[src/rtl/dino_game_sequencer_if.sv]
// Signal bundle between the dino game sequencer and its neighbours:
// button and collision inputs in; frame, cactus, jump, display and sound outputs.
interface dino_game_sequencer_if;
  logic        up;
  logic        collision;
  logic        frame_tick;
  logic        cactus_en;
  logic        jump_en;
  logic [1:0]  game_state;
  logic [15:0] score;
  logic [2:0]  level;
  logic        sound_trig;

  // Sequencer side: consumes button/collision, drives all game outputs.
  modport master (
    input  up,
    input  collision,
    output frame_tick,
    output cactus_en,
    output jump_en,
    output game_state,
    output score,
    output level,
    output sound_trig
  );

  // Surrounding blocks: supply button/collision, observe game outputs.
  modport slave (
    output up,
    output collision,
    input  frame_tick,
    input  cactus_en,
    input  jump_en,
    input  game_state,
    input  score,
    input  level,
    input  sound_trig
  );
endinterface

[src/rtl/dino_game_sequencer.sv]
// Game-phase controller for the dino runner: start/run/over/armed state
// machine, frame tick generation, cactus step scheduling that speeds up
// with level, BCD score keeping and sound trigger pulses.
module dino_game_sequencer #(
  parameter int FRAME_DIV   = 200000,
  parameter int BASE_PERIOD = 8,
  parameter int MAX_LEVEL   = 7,
  parameter int HOLD_FRAMES = 60
) (
  input  logic                  clk,
  input  logic                  rst,
  dino_game_sequencer_if.master bus
);

  localparam int DIV_W  = (FRAME_DIV   > 1) ? $clog2(FRAME_DIV)   : 1;
  localparam int MOVE_W = (BASE_PERIOD > 1) ? $clog2(BASE_PERIOD) : 1;
  localparam int HOLD_W = (HOLD_FRAMES > 1) ? $clog2(HOLD_FRAMES) : 1;

  localparam logic [DIV_W-1:0]  DIV_LAST  = DIV_W'(FRAME_DIV - 1);
  localparam logic [HOLD_W-1:0] HOLD_LAST = HOLD_W'(HOLD_FRAMES - 1);
  localparam logic [2:0]        LEVEL_MAX = 3'(MAX_LEVEL);

  typedef enum logic [1:0] {
    S_IDLE  = 2'd0,
    S_RUN   = 2'd1,
    S_OVER  = 2'd2,
    S_ARMED = 2'd3
  } state_t;

  state_t             state_q,      state_d;
  logic [DIV_W-1:0]   div_cnt_q,    div_cnt_d;
  logic [MOVE_W-1:0]  move_cnt_q,   move_cnt_d;
  logic [HOLD_W-1:0]  hold_cnt_q,   hold_cnt_d;
  logic [15:0]        score_q,      score_d;
  logic [2:0]         level_q,      level_d;
  logic               up_prev_q;
  logic               frame_tick_q, frame_tick_d;
  logic               cactus_en_q,  cactus_en_d;
  logic               sound_trig_q, sound_trig_d;
  logic               jump_en_q,    jump_en_d;

  logic               tick_now;
  logic               up_rise;
  logic               move_wrap;

  // Last move_cnt value of a cactus step for each level: P-1 with
  // P = max(1, BASE_PERIOD - level). All entries are elaboration constants.
  logic [MOVE_W-1:0]  period_last_lut [8];

  for (genvar gi = 0; gi < 8; gi++) begin : g_period
    localparam int LAST = (BASE_PERIOD - 1 - gi > 0) ? (BASE_PERIOD - 1 - gi) : 0;
    assign period_last_lut[gi] = MOVE_W'(LAST);
  end

  // Four-digit BCD increment with ripple carry across the nibbles.
  function automatic logic [15:0] bcd_inc(input logic [15:0] v);
    logic [15:0] r;
    logic        c;
    r = v;
    c = 1'b1;
    for (int i = 0; i < 4; i++) begin
      if (c) begin
        if (v[i*4 +: 4] == 4'd9) begin
          r[i*4 +: 4] = 4'd0;
        end else begin
          r[i*4 +: 4] = v[i*4 +: 4] + 4'd1;
          c = 1'b0;
        end
      end
    end
    return r;
  endfunction

  assign tick_now  = (div_cnt_q == DIV_LAST);
  assign up_rise   = bus.up & ~up_prev_q;
  // ">=" rather than "==": after a level-up shortens P, a counter already
  // past the new last value still fires on the very next frame.
  assign move_wrap = (move_cnt_q >= period_last_lut[level_q]);

  // Next-state and output decode for the game state machine.
  always_comb begin
    state_d      = state_q;
    div_cnt_d    = tick_now ? '0 : div_cnt_q + 1'b1;
    move_cnt_d   = move_cnt_q;
    hold_cnt_d   = hold_cnt_q;
    score_d      = score_q;
    level_d      = level_q;
    frame_tick_d = tick_now;
    cactus_en_d  = 1'b0;
    sound_trig_d = 1'b0;

    case (state_q)
      S_IDLE, S_ARMED: begin
        // Collision is not looked at here, so a start on the same edge wins.
        if (up_rise) begin
          state_d    = S_RUN;
          score_d    = '0;
          level_d    = '0;
          move_cnt_d = '0;
        end
      end

      S_RUN: begin
        if (bus.collision) begin
          // Collision pre-empts the frame update on this edge.
          state_d      = S_OVER;
          hold_cnt_d   = '0;
          sound_trig_d = 1'b1;
        end else if (tick_now) begin
          if (score_q != 16'h9999) begin
            score_d = bcd_inc(score_q);
            // Low two digits rolling 99 -> 00 marks a new hundred.
            if ((score_q[7:0] == 8'h99) && (level_q < LEVEL_MAX)) begin
              level_d      = level_q + 3'd1;
              sound_trig_d = 1'b1;
            end
          end
          // Step period uses the level in force during the frame that ended.
          if (move_wrap) begin
            move_cnt_d  = '0;
            cactus_en_d = 1'b1;
          end else begin
            move_cnt_d  = move_cnt_q + 1'b1;
          end
        end
      end

      S_OVER: begin
        // Frozen display; the button is ignored until the hold expires.
        if (tick_now) begin
          if (hold_cnt_q == HOLD_LAST) begin
            state_d = S_ARMED;
          end else begin
            hold_cnt_d = hold_cnt_q + 1'b1;
          end
        end
      end

      default: begin
        state_d = S_IDLE;
      end
    endcase

    jump_en_d = (state_d == S_RUN);
  end

  // State and output registers with synchronous reset.
  always_ff @(posedge clk) begin
    if (rst) begin
      state_q      <= S_IDLE;
      div_cnt_q    <= '0;
      move_cnt_q   <= '0;
      hold_cnt_q   <= '0;
      score_q      <= '0;
      level_q      <= '0;
      up_prev_q    <= 1'b1;  // a button held through reset must not start a game
      frame_tick_q <= 1'b0;
      cactus_en_q  <= 1'b0;
      sound_trig_q <= 1'b0;
      jump_en_q    <= 1'b0;
    end else begin
      state_q      <= state_d;
      div_cnt_q    <= div_cnt_d;
      move_cnt_q   <= move_cnt_d;
      hold_cnt_q   <= hold_cnt_d;
      score_q      <= score_d;
      level_q      <= level_d;
      up_prev_q    <= bus.up;
      frame_tick_q <= frame_tick_d;
      cactus_en_q  <= cactus_en_d;
      sound_trig_q <= sound_trig_d;
      jump_en_q    <= jump_en_d;
    end
  end

  assign bus.frame_tick = frame_tick_q;
  assign bus.cactus_en  = cactus_en_q;
  assign bus.jump_en    = jump_en_q;
  assign bus.game_state = state_q;
  assign bus.score      = score_q;
  assign bus.level      = level_q;
  assign bus.sound_trig = sound_trig_q;

endmodule

[src/flat_wrapper.sv]
// flat-port wrapper written by rule: the top's interface ports become plain ports
module dino_game_sequencer_flat 
#(
  parameter int FRAME_DIV   = 200000,
  parameter int BASE_PERIOD = 8,
  parameter int MAX_LEVEL   = 7,
  parameter int HOLD_FRAMES = 60
)
  (clk, rst, bus_up, bus_collision, bus_frame_tick, bus_cactus_en, bus_jump_en, bus_game_state, bus_score, bus_level, bus_sound_trig);
  dino_game_sequencer_if bus_i ();
  input  logic clk;
  input  logic rst;
  input wire logic [$bits(bus_i.up)-1:0] bus_up;
  input wire logic [$bits(bus_i.collision)-1:0] bus_collision;
  output wire logic [$bits(bus_i.frame_tick)-1:0] bus_frame_tick;
  output wire logic [$bits(bus_i.cactus_en)-1:0] bus_cactus_en;
  output wire logic [$bits(bus_i.jump_en)-1:0] bus_jump_en;
  output wire logic [$bits(bus_i.game_state)-1:0] bus_game_state;
  output wire logic [$bits(bus_i.score)-1:0] bus_score;
  output wire logic [$bits(bus_i.level)-1:0] bus_level;
  output wire logic [$bits(bus_i.sound_trig)-1:0] bus_sound_trig;
  assign bus_i.up = bus_up;
  assign bus_i.collision = bus_collision;
  assign bus_frame_tick = bus_i.frame_tick;
  assign bus_cactus_en = bus_i.cactus_en;
  assign bus_jump_en = bus_i.jump_en;
  assign bus_game_state = bus_i.game_state;
  assign bus_score = bus_i.score;
  assign bus_level = bus_i.level;
  assign bus_sound_trig = bus_i.sound_trig;
  dino_game_sequencer #(.FRAME_DIV(FRAME_DIV), .BASE_PERIOD(BASE_PERIOD), .MAX_LEVEL(MAX_LEVEL), .HOLD_FRAMES(HOLD_FRAMES)) u_core (.clk(clk), .rst(rst), .bus(bus_i));
endmodule
[config.mk]
export PLATFORM = sky130hd
export DESIGN_NAME = dino_game_sequencer_flat
export DESIGN_NICKNAME = d
export VERILOG_FILES = /design/src/rtl/dino_game_sequencer_if.sv /design/src/rtl/dino_game_sequencer.sv /design/src/flat_wrapper.sv
export SDC_FILE = /design/constraint.sdc
export NUM_CORES = 1
export LEC_CHECK = 0
export CORE_MARGIN = 1
export CORE_UTILIZATION = 59
export CTS_BUF_LIST = sky130_fd_sc_hd__clkbuf_8
export DETAILED_ROUTE_END_ITERATION = 7
export PLACE_DENSITY = 0.87
export SYNTH_ARGS = -nofsm -noshare
export SYNTH_HDL_FRONTEND = slang
export SYNTH_SLANG_ARGS = --single-unit
[constraint.sdc]
create_clock -name clk -period 2.7 [get_ports clk]
set_input_delay 0.54 -clock clk [delete_from_list [all_inputs] [get_ports clk]]
set_output_delay 0.54 -clock clk [all_outputs]
set_load 0.02 [all_outputs]
Run 1, met1 routing:
The bar under the picture is 20 µm long. Supply wires on this layer in gray.
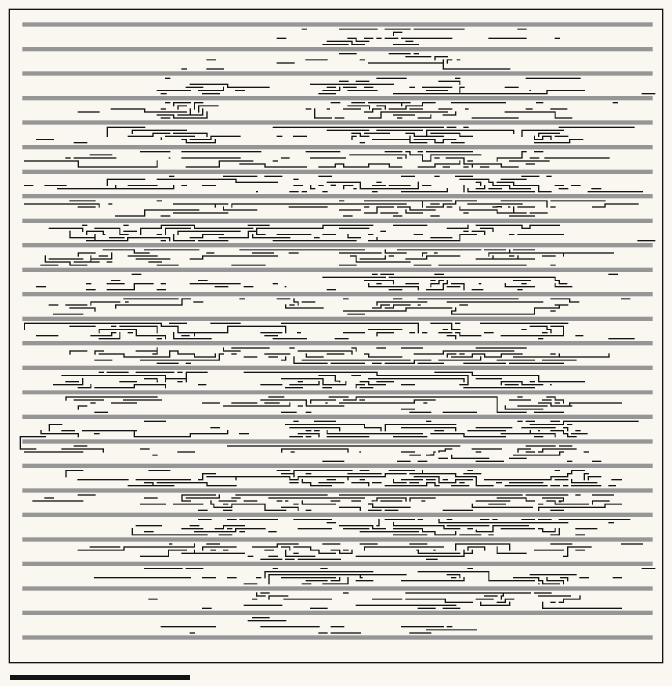
The longest straight run is 25.8 µm. 356 nets have wire on it. The layer carries 2930 µm of wire. The wires run mostly horizontal.

Run 1, metal 2:
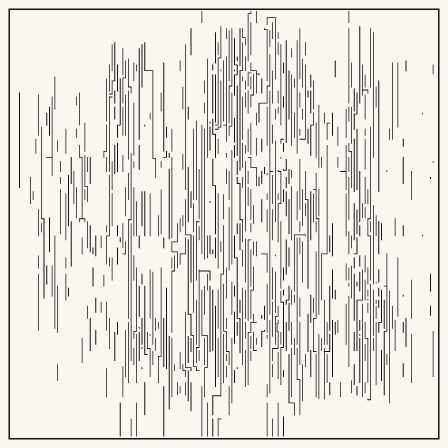
350 nets have wire on it. The layer carries 3370 µm of wire. The wires run mostly vertical. The layer holds 50% of the routed length.

Run 1, signal wires on met3:
The bar under the picture is 20 µm long. Cells faint in the background.
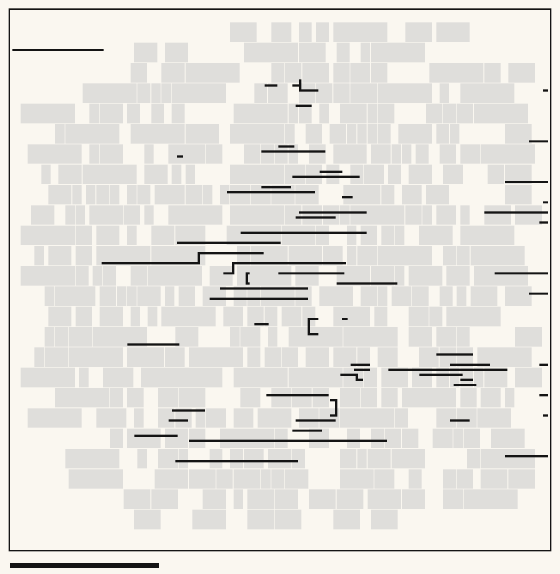
The layer carries 351 µm of wire. The wires run mostly horizontal. The longest straight run is 26.2 µm.

==> flow_summary.yaml, run 1 <==
# physical design summary
outcome:
  outcome: "completed"
layout:
  design.seq.count: 53
  seq_share_pct: 31.2
  finalNonFillerCells: 440
  fin_util_pct: 71.6
synthesis:
  synth_seq_share_pct: 36.3
  ys.flop_type: "dfxtp_1"
  most_common_cell: "dfxtp_1"
  yosys.area.top_type: "dfxtp_1"
sta:
  hold_ws_ns: 0.487
  layout_setup_ws_ns: 0.343
critical_path:
  r2r_end: "u_core.bus.score[5]"
  crit_fanout: 8
  r2r_setup_slack_ns: 0.34
  worst-path-stages: 7
  crit_path_start: "u_core.bus.game_state[0]"
drt:
  wl_met2_um: 3370
power_and_ir_drop:
  power.switching_uw: 792
  powerClk_uw: 558
  power.density_mw_per_mm2: 629
  power_frac_clock_pct: 26.0
floorplan:
  chipArea_mm2: 0.00523
place:
  pre_cts_slack_ns: 0.108
cts:
  cts_buffers: 5
Run 1, the clock network:
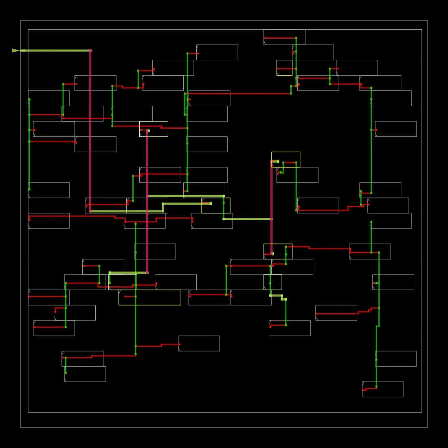

## Run 2: what changed since run 1
--- a/config.mk
+++ b/config.mk
@@ -9,7 +9,9 @@
 export CORE_UTILIZATION = 59
 export CTS_BUF_LIST = sky130_fd_sc_hd__clkbuf_8
 export DETAILED_ROUTE_END_ITERATION = 7
+export MAX_ROUTING_LAYER = met4
 export PLACE_DENSITY = 0.87
+export REMOVE_ABC_BUFFERS = 1
 export SYNTH_ARGS = -nofsm -noshare
 export SYNTH_HDL_FRONTEND = slang
 export SYNTH_SLANG_ARGS = --single-unit
Run 2, the clock network:
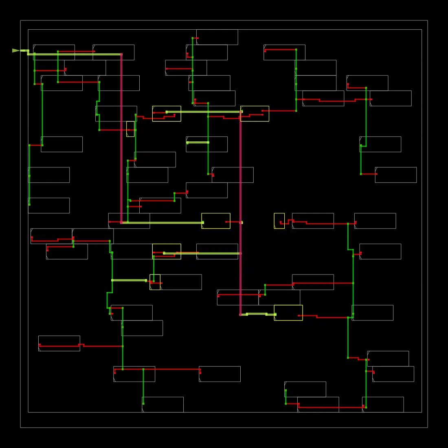
clkbuf count: 5
skew final: 0.00282 ns
CTS Buf Count: 5
Late-Pin Clk Latency: 0.30 ns

Run 2, signal wires on met4:
Supply wires on this layer in gray.
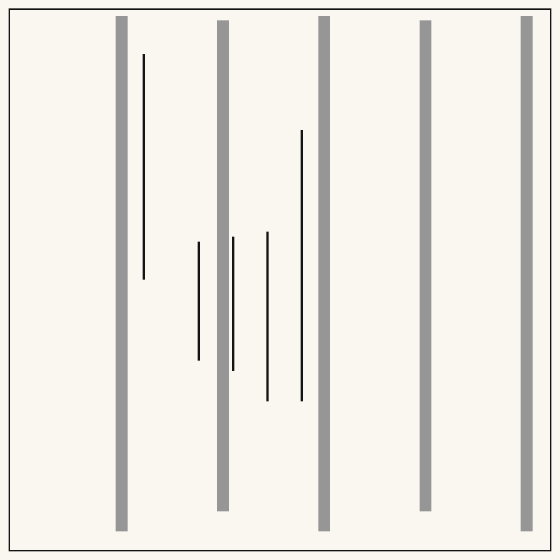
5 nets have wire on it. The wires run mostly vertical. The layer carries 122 µm of wire.

==> run 2 against run 1 <==
Synthesized area did not move. Largest power group unchanged. Largest cell class unchanged. Routed wire length fell by 1.1%. Clock-buffer cell count did not move. Synthesized cell count did not move.
==> flow_summary.yaml, run 2 <==
# physical design summary
place:
  pre_cts_slack_ns: 0.169
power_and_ir_drop:
  power.density_mw_per_mm2: 594
  internal_power_mw: 1.24
  p_leak_nw: 1.22
  power_frac_clock_pct: 21.6
  powerClk_uw: 431
  power.switching_uw: 755
synthesis:
  synth_chip_area_mm2: 0.00292
  ys.flop_type: "dfxtp_1"
  most_common_cell: "dfxtp_1"
  top_logic_kind: "simple AND/OR/NAND/NOR gates"
  edf_count: 0
  synth.avg_cell_area_um2: 8.51
  muxShareOfSynthArea_pct: 1.46
  synth_seq_share_pct: 36.3
drt:
  wl_met2_um: 3220
  vias_per_cell: 6.19
  drt_first_pass_iters: 4
  first_iter_violations: 317
layout:
  fill_cells: 400
  clock_area_share_pct: 2.46
  seq_share_pct: 31.6
  nNetsFinal: 391
  finalNonFillerCells: 438
  fin_util_pct: 70.6
  design.seq.count: 53
sta:
  period_needed_ns: 2.37
  hold_ws_ns: 0.485
  max_slew.worst_pin.slew_ns: 0.939
  max-slew-margin-rel_pct: 37.4
  layout_setup_ws_ns: 0.330
critical_path:
  crit_fanout: 23
  r2r_end: "u_core.bus.score[5]"
  crit_path_start: "u_core.bus.game_state[1]"
  r2r_setup_slack_ns: 0.33
  crit_chain: "inv_1 > ha_1 > buf_4 > inv_1 > a21oi_2 > nor2_2 > mux2_2"
  worst-path-stages: 7
floorplan:
  chipArea_mm2: 0.00523
outcome:
  outcome: "completed"
Run 2, signal wires on met3:
The bar under the picture is 20 µm long. Cells faint in the background.
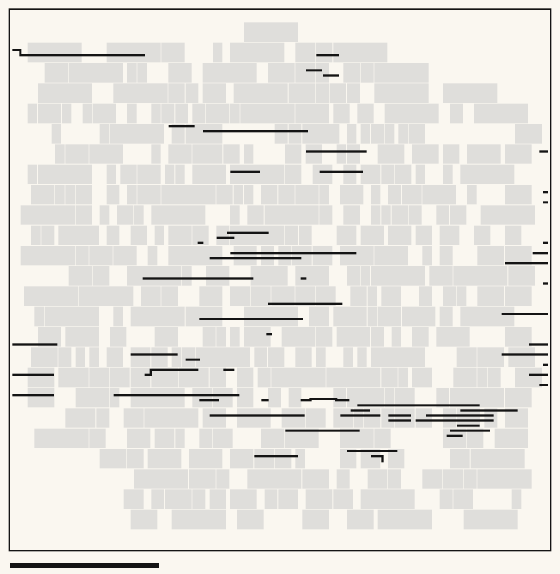
The wires run mostly horizontal. The layer carries 320 µm of wire. 49 nets have wire on it. The longest straight run is 16.6 µm.

Power is estimated from default activity; no workload was simulated.
